Fig. 1: logic cells by family
The bar under the picture is 20 microns long.
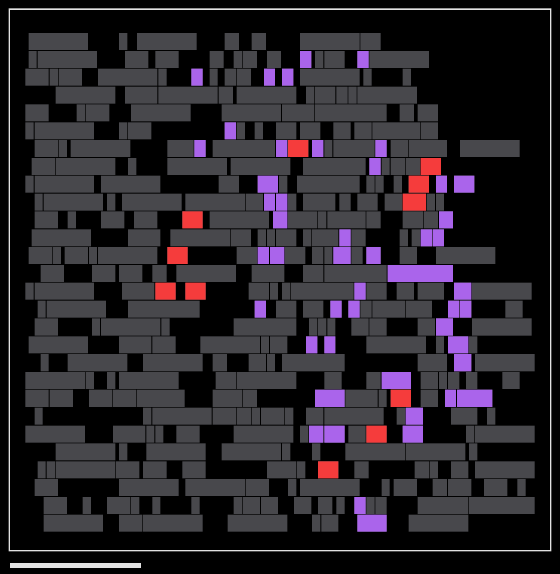
Fig. 2: wiring by layer
Only two layers are drawn.
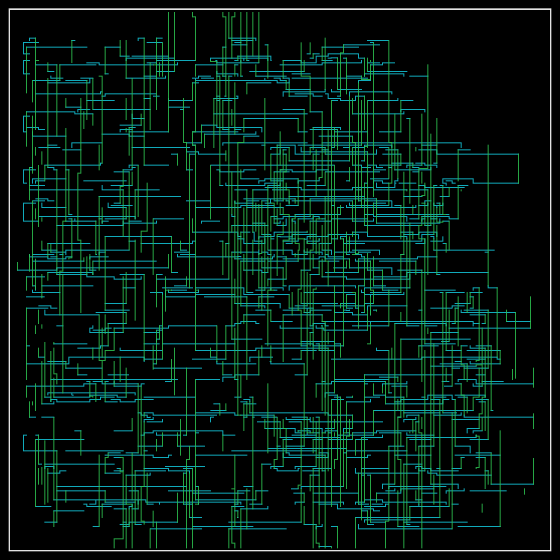
Fig. 3: sequential cells colored by netlist name
The bar under the picture is 20 microns long. Other sequential cells in the stronger gray, the rest of the logic in the fainter gray.
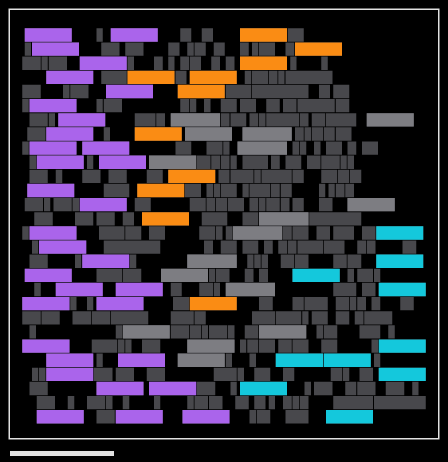
Fig. 4: clock nets
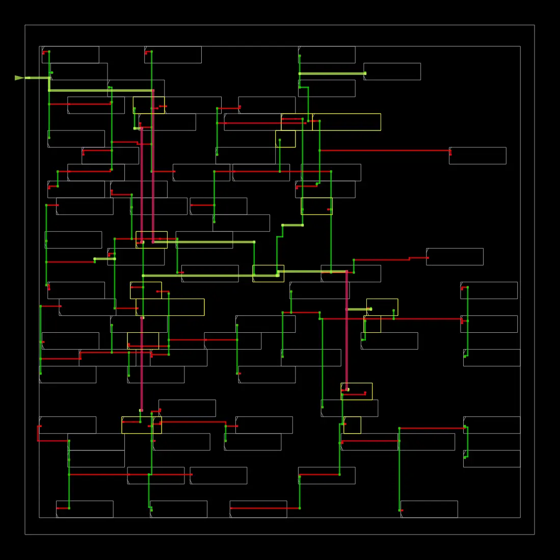
## config.mk

```make
export PLATFORM = sky130hd
export DESIGN_NAME = imem_loader_flat
export DESIGN_NICKNAME = d
export VERILOG_FILES = /design/src/rtl/imem_pkg.sv /design/src/rtl/imem_loader_if.sv /design/src/rtl/byte_packer.sv /design/src/rtl/imem_loader.sv /design/src/flat_wrapper.sv
export SDC_FILE = /design/constraint.sdc
export NUM_CORES = 1
export LEC_CHECK = 0
export ABC_CLOCK_PERIOD_IN_PS = 2700
export CAP_MARGIN = 25
export CORE_MARGIN = 2
export CORE_UTILIZATION = 57
export CTS_CLUSTER_SIZE = 10
export DETAILED_ROUTE_END_ITERATION = 10
export DONT_BUFFER_PORTS = 1
export PLACE_DENSITY_LB_ADDON = 0.12
export REMOVE_ABC_BUFFERS = 1
export SETUP_SLACK_MARGIN = 0.5
export SLEW_MARGIN = 20
export SYNTH_ARGS = -nofsm -noshare
export SYNTH_HDL_FRONTEND = slang
export SYNTH_HIERARCHICAL = 1
export SYNTH_SLANG_ARGS = --single-unit
```

## constraint.sdc

```tcl
create_clock -name clock -period 2.7 [get_ports clock]
set_input_delay 0.54 -clock clock [delete_from_list [all_inputs] [get_ports clock]]
set_output_delay 0.54 -clock clock [all_outputs]
set_load 0.05 [all_outputs]
```

## src/rtl/imem_pkg.sv

```systemverilog
// Shared widths and state encoding for the instruction-memory loader.
// The CHECK state exists only when IMEM_LOADER_CHECKSUM_EN is defined.
package imem_pkg;

    localparam int BYTE_W         = 8;
    localparam int WORD_W         = 32;
    localparam int BYTES_PER_WORD = WORD_W / BYTE_W;

    typedef enum logic [2:0] {
        IDLE  = 3'd0,
        RECV  = 3'd1,
        WRITE = 3'd2,
`ifdef IMEM_LOADER_CHECKSUM_EN
        CHECK = 3'd3,
`endif
        DONE  = 3'd4
    } state_t;

endpackage

```

## src/rtl/imem_loader_if.sv

```systemverilog
// Byte-stream input and instruction-memory write port of the loader.
// slave = loader side, master = byte source / memory side.
interface imem_loader_if #(
    parameter int ADDR_W = 10
) ();
    import imem_pkg::*;

    logic [BYTE_W-1:0] in_data;
    logic              in_valid;
    logic              in_ready;
    logic [WORD_W-1:0] mem_data;
    logic [ADDR_W-1:0] mem_wraddress;
    logic              mem_wren;

    modport slave (
        input  in_data,
        input  in_valid,
        output in_ready,
        output mem_data,
        output mem_wraddress,
        output mem_wren
    );

    modport master (
        output in_data,
        output in_valid,
        input  in_ready,
        input  mem_data,
        input  mem_wraddress,
        input  mem_wren
    );

endinterface

```

## src/rtl/byte_packer.sv

```systemverilog
// Big-endian byte-to-word shift register; word_valid flags the handshake
// that delivers the fourth byte, so the full word is in 'word' one cycle later.
module byte_packer
    import imem_pkg::*;
(
    input  logic              clock,
    input  logic              reset_n,
    input  logic              clear,
    input  logic [BYTE_W-1:0] byte_in,
    input  logic              byte_valid,
    output logic [WORD_W-1:0] word,
    output logic              word_valid
);

    logic [1:0] byte_cnt;

    always_ff @(posedge clock or negedge reset_n) begin
        if (!reset_n) begin
            word     <= '0;
            byte_cnt <= '0;
        end else if (clear) begin
            word     <= '0;
            byte_cnt <= '0;
        end else if (byte_valid) begin
            word     <= {word[WORD_W-BYTE_W-1:0], byte_in};
            byte_cnt <= byte_cnt + 2'd1;
        end
    end

    assign word_valid = byte_valid && (byte_cnt == 2'd3);

endmodule

```

## src/rtl/imem_loader.sv

```systemverilog
// Loads load_count big-endian words into instruction memory while holding the CPU.
// Define IMEM_LOADER_CHECKSUM_EN to require and verify a 4-byte sum trailer.
module imem_loader
    import imem_pkg::*;
#(
    parameter int ADDR_W = 10,
    parameter int CNT_W  = ADDR_W + 1
) (
    input  logic             clock,
    input  logic             reset_n,
    input  logic             start,
    input  logic [CNT_W-1:0] load_count,
    imem_loader_if.slave     bus,
    output logic             cpu_hold,
    output logic             busy,
    output logic             done,
    output logic             error
);

    localparam logic [CNT_W-1:0] MAX_WORDS = CNT_W'(1) << ADDR_W;

    state_t            state, state_nx;
    logic [CNT_W-1:0]  count_q, written_q, clamped;
    logic [ADDR_W-1:0] addr_q;
    logic              fire, accept, last_word, word_valid;
    logic [WORD_W-1:0] word;

    assign clamped   = (load_count > MAX_WORDS) ? MAX_WORDS : load_count;
    assign fire      = bus.in_valid && bus.in_ready;
    assign last_word = (written_q + CNT_W'(1)) == count_q;

    // in_ready depends on state alone so the packer handshake has no comb loop
    assign bus.in_ready = (state == RECV)
`ifdef IMEM_LOADER_CHECKSUM_EN
                          || (state == CHECK)
`endif
                          ;

    assign busy              = (state != IDLE) && (state != DONE);
    assign cpu_hold          = busy;
    assign done              = (state == DONE);
    assign bus.mem_data      = word;
    assign bus.mem_wraddress = addr_q;

    byte_packer u_packer (
        .clock      (clock),
        .reset_n    (reset_n),
        .clear      (accept),
        .byte_in    (bus.in_data),
        .byte_valid (fire),
        .word       (word),
        .word_valid (word_valid)
    );

    always_ff @(posedge clock or negedge reset_n) begin
        if (!reset_n) state <= IDLE;
        else          state <= state_nx;
    end

    always_comb begin
        state_nx     = state;
        accept       = 1'b0;
        bus.mem_wren = 1'b0;
        case (state)
            IDLE, DONE: begin
                if (start) begin
                    accept   = 1'b1;
                    state_nx = (clamped == '0) ? DONE : RECV;
                end
            end
            RECV: begin
                if (word_valid) state_nx = WRITE;
            end
            WRITE: begin
                bus.mem_wren = 1'b1;
                if (last_word) begin
`ifdef IMEM_LOADER_CHECKSUM_EN
                    state_nx = CHECK;
`else
                    state_nx = DONE;
`endif
                end else begin
                    state_nx = RECV;
                end
            end
`ifdef IMEM_LOADER_CHECKSUM_EN
            CHECK: begin
                if (word_valid) state_nx = DONE;
            end
`endif
            default: state_nx = IDLE;
        endcase
    end

`ifdef IMEM_LOADER_CHECKSUM_EN
    logic [WORD_W-1:0] sum_q;
    logic              error_q;
    assign error = error_q;
`else
    assign error = 1'b0;
`endif

    // The last address is held rather than incremented so a full-memory load never wraps
    always_ff @(posedge clock or negedge reset_n) begin
        if (!reset_n) begin
            count_q   <= '0;
            written_q <= '0;
            addr_q    <= '0;
`ifdef IMEM_LOADER_CHECKSUM_EN
            sum_q     <= '0;
            error_q   <= 1'b0;
`endif
        end else begin
            if (accept) begin
                count_q   <= clamped;
                written_q <= '0;
                addr_q    <= '0;
`ifdef IMEM_LOADER_CHECKSUM_EN
                sum_q     <= '0;
                error_q   <= 1'b0;
`endif
            end
            if (state == WRITE) begin
                written_q <= written_q + CNT_W'(1);
                if (!last_word) addr_q <= addr_q + ADDR_W'(1);
`ifdef IMEM_LOADER_CHECKSUM_EN
                sum_q <= sum_q + word;
`endif
            end
`ifdef IMEM_LOADER_CHECKSUM_EN
            if ((state == CHECK) && word_valid)
                error_q <= ({word[WORD_W-BYTE_W-1:0], bus.in_data} != sum_q);
`endif
        end
    end

endmodule

```

## src/flat_wrapper.sv

```systemverilog
// flat-port wrapper written by rule: the top's interface ports become plain ports
module imem_loader_flat import imem_pkg::*;
#(
    parameter int ADDR_W = 10,
    parameter int CNT_W  = ADDR_W + 1
)
  (clock, reset_n, start, load_count, cpu_hold, busy, done, error, bus_in_data, bus_in_valid, bus_in_ready, bus_mem_data, bus_mem_wraddress, bus_mem_wren);
  imem_loader_if #(.ADDR_W(ADDR_W)) bus_i ();
  input  logic clock;
  input  logic reset_n;
  input  logic start;
  input  logic [CNT_W-1:0] load_count;
  output logic cpu_hold;
  output logic busy;
  output logic done;
  output logic error;
  input wire logic [$bits(bus_i.in_data)-1:0] bus_in_data;
  input wire logic [$bits(bus_i.in_valid)-1:0] bus_in_valid;
  output wire logic [$bits(bus_i.in_ready)-1:0] bus_in_ready;
  output wire logic [$bits(bus_i.mem_data)-1:0] bus_mem_data;
  output wire logic [$bits(bus_i.mem_wraddress)-1:0] bus_mem_wraddress;
  output wire logic [$bits(bus_i.mem_wren)-1:0] bus_mem_wren;
  assign bus_i.in_data = bus_in_data;
  assign bus_i.in_valid = bus_in_valid;
  assign bus_in_ready = bus_i.in_ready;
  assign bus_mem_data = bus_i.mem_data;
  assign bus_mem_wraddress = bus_i.mem_wraddress;
  assign bus_mem_wren = bus_i.mem_wren;
  imem_loader #(.ADDR_W(ADDR_W), .CNT_W(CNT_W)) u_core (.clock(clock), .reset_n(reset_n), .start(start), .load_count(load_count), .bus(bus_i), .cpu_hold(cpu_hold), .busy(busy), .done(done), .error(error));
endmodule
```

==> results.txt <==
run metrics: yosys adder share=0.0107, Yosys reg bits=69, Yosys Chip Area=3500 sq um, aoi share=0.119, Post-synth EDFFs=0, Crit path largest cell delay=0.46 ns, Unique cell types=49, GR Util All Layers=0.221, P&R area growth vs syn=13.3%, DRC=0, maximum clock frequency=0.444 GHz, total number of vias=2507, fraction of registers with async set/reset=1.00, # rows=28, final setup fails=0, Critical Path End Type=flip-flop, DR pass1 iterations=4, grt ovf=0, Pleak=1.79 nW, CORE AREA=5920 sq um, worst setup path startpoint=u_core/written_q[1]$_DFFE_PN0P_, Pwr Density=1160 nW/um^2, I/O pin count=71, status=complete, no violations, yosys warning tally=6, slew at the pin with the worst max-slew slack=0.713 ns, routability cong.=0.842, cells along the critical path=ha_4 > xor2_1 > o31a_1 > o31a_1 > a2111oi_4 > buf_6 > a211oi_2 > a31o_1, diodes inserted=0, R2R cell count=8, Netlist Area Pre-Place=3500 sq um, initial DRC count=216, DR vias/cell=5.82, Top Layout Cells=dfrtp_1 (62), nor2_1 (48), mux2i_1 (36), nand2_1 (27), o21ai_0 (23), # clock sinks=69, comb area leader=simple AND/OR/NAND/NOR gates, peak supply drop=871 uV, cell count listed in synth_stat.txt=339, RSZ-0062 raised after global routing=true, relative slew slack=0.523, cell mode on critical path=o31a_1, Clock Path Buffers=2, Startpoint Class=flip-flop, tool warnings=27, Hold Crit Class=input pin to asynchronous set/reset pin, HPWL Detailed=4.56 mm, ys flop type=dfrtp_1, first-pass GRT wire length=11.3 mm, Top cell excl fill/tap=dfrtp_1, final WL=7.22 mm, Mean Syn Cell Area=10.3 sq um, clk root buf=clkbuf_8, htree depth=3, simple share=0.162, share of layout cells above drive strength 1=0.191, initial antenna violation count=0, DRT antenna net count=0, routed len/inst=16.8 microns, Worst Path Required=2.93 ns, Crit Reg-Reg Endpoint=u_core/bus.mem_wraddress[8]$_DFF_PN0_, R2R Path Start=u_core/written_q[1]$_DFFE_PN0P_, Clk Latency, worst-skew pair=0.34 ns, Max Slew Vio Count=0, Period minus WS final=2.25 ns, internal reg-to-reg setup slack=0.45 ns, worst setup path endpoint=u_core/bus.mem_wraddress[8]$_DFF_PN0_, final worst path period share=0.833, port buffer count=0, fp util=0.591, Reg clk slew, reported paths=0.08 ns, largest net degree at the start of global routing=70, Die Y=82.3 microns, Final Hold Fails=0, NumNets Final=377, Mux area share=0.106, sequential-to-total area share from yosys stat=0.494, die area=6780 sq um, Die X=82.3 microns, max-cap violations=0, Worst path slowest cell=dfrtp_2, Final Hold Slack=0.0681 ns, crit path DAT=2.48 ns, CTS tree=yes, post-synthesis cell count=339, Synth Area in XOR/XNOR=0.0451
Back to the opening pictures, Fig. 1:
| color | family | cells |
|---|---|---|
| red | AND-OR and OR-AND gates | 11 |
| purple | inverting AOI/OAI gates | 48 |

Back to the opening pictures, Fig. 2:
| color | layer | wire length |
|---|---|---|
| cyan | met1 | 3300 microns |
| green | met2 | 3300 microns |

Back to the opening pictures, Fig. 3:
| color | name in the netlist | sequential cells | where |
|---|---|---|---|
| purple | `u_core/u_packer/word` | 32 | a column on the left |
| orange | `u_core/count_q` | 11 | north |
| cyan | `u_core/bus.mem_wraddress` | 10 | south-east |
sequential power: 2.52 mW
Seq area share: 0.438

Back to the opening pictures, Fig. 4:
Layout Skew: 0.00471 ns
Num CTS Buffers: 9

==> stage by stage <==
stage	cells	total power [mW]	area, sq um	setup TNS [ns]	setup WS, ns
2_1_floorplan	316	3.30	3320	-29.19	-0.881
3_5_place_dp	405	3.59	3530	0	0.237
5_1_grt	431	4.82	3960	0	0.341
4_1_cts	427	4.62	3870	0	0.425
6_report	431	4.59	3960	0	0.450
3_3_place_gp	405	3.55	3530	0	0.256
==> routing by layer <==
layer / vias up / GRT usage / routed length (microns)
met3: 9 / 0.0663 / 543
li1: 1197 / - / -
met4: 0 / 0.0850 / 76
met2: 92 / 0.316 / 3300
met5: - / 0 / 0
met1: 1209 / 0.314 / 3300
==> cell usage after synthesis (4+ instances only) <==
master	instances	area [sq um]
nand2_1	27	101
mux2i_1	36	360
a22o_1	5	43.8
clkbuf_1	10	37.5
nand2b_1	7	43.8
inv_1	10	37.5
buf_6	4	45.0
nor2_1	50	188
a31oi_1	5	31.3
xor2_1	8	70.1
xnor2_1	10	87.6
nand3_1	7	35.0
dfrtp_1	69	1730
o21ai_0	23	115
and2_1	4	25.0
==> kinds of logic after synthesis <==
family	Yosys count
simple gates	119
flops	69
compound gates	59
mux	37
buf+inv	33
xor+xnor	18
fa+ha+maj	3
other cells	1
==> power by group <==
group | total (mW) | internal [mW] | switching [mW] | leakage, nW
Sequential | 2.52 | 1.36 | 1.16 | 0.908
Clock | 0.942 | 0.547 | 0.395 | 0.106
Combinational | 1.13 | 0.483 | 0.652 | 0.774
Total | 4.59 | 2.39 | 2.20 | 1.79
==> what timing repair did <==
action                                  CTS  global route
endpoints found under the setup margin   12            12
pin swaps                                 3             5
buffers inserted                          4             4
endpoints found under the hold margin    69             0
resized                                  12            13
hold buffers                              1             0
gates cloned                              1             0
==> final cells by class <==
class | count | area [sq um]
Fill cell | 454 | 1960
Sequential cell | 69 | 1740
Multi-Input combinational cell | 237 | 1640
Timing Repair Buffer | 24 | 229
Clock buffer | 11 | 141
Tap cell | 75 | 93.8
Clock inverter | 5 | 83.8
Inverter | 10 | 37.5
==> registers in the layout, indices dropped and copies added (netlist names) <==
signal and count:
u_core/u_packer/word 32, u_core/count_q 11, u_core/written_q 11, u_core/bus.mem_wraddress 10, u_core/state 3, u_core/u_packer/byte_cnt 2
==> worst max-delay path: cells and delay by family, from the launching register on <==
kind	cells	cell delay, ns
XOR/XNOR	1	0.15
adder cells (fa/ha/maj)	1	0.19
flip-flops	1	0.46
AND-OR/OR-AND	5	1.13
buffers and inverters	1	0.20
No activity file was given, so power comes from the tool's default toggle rates.
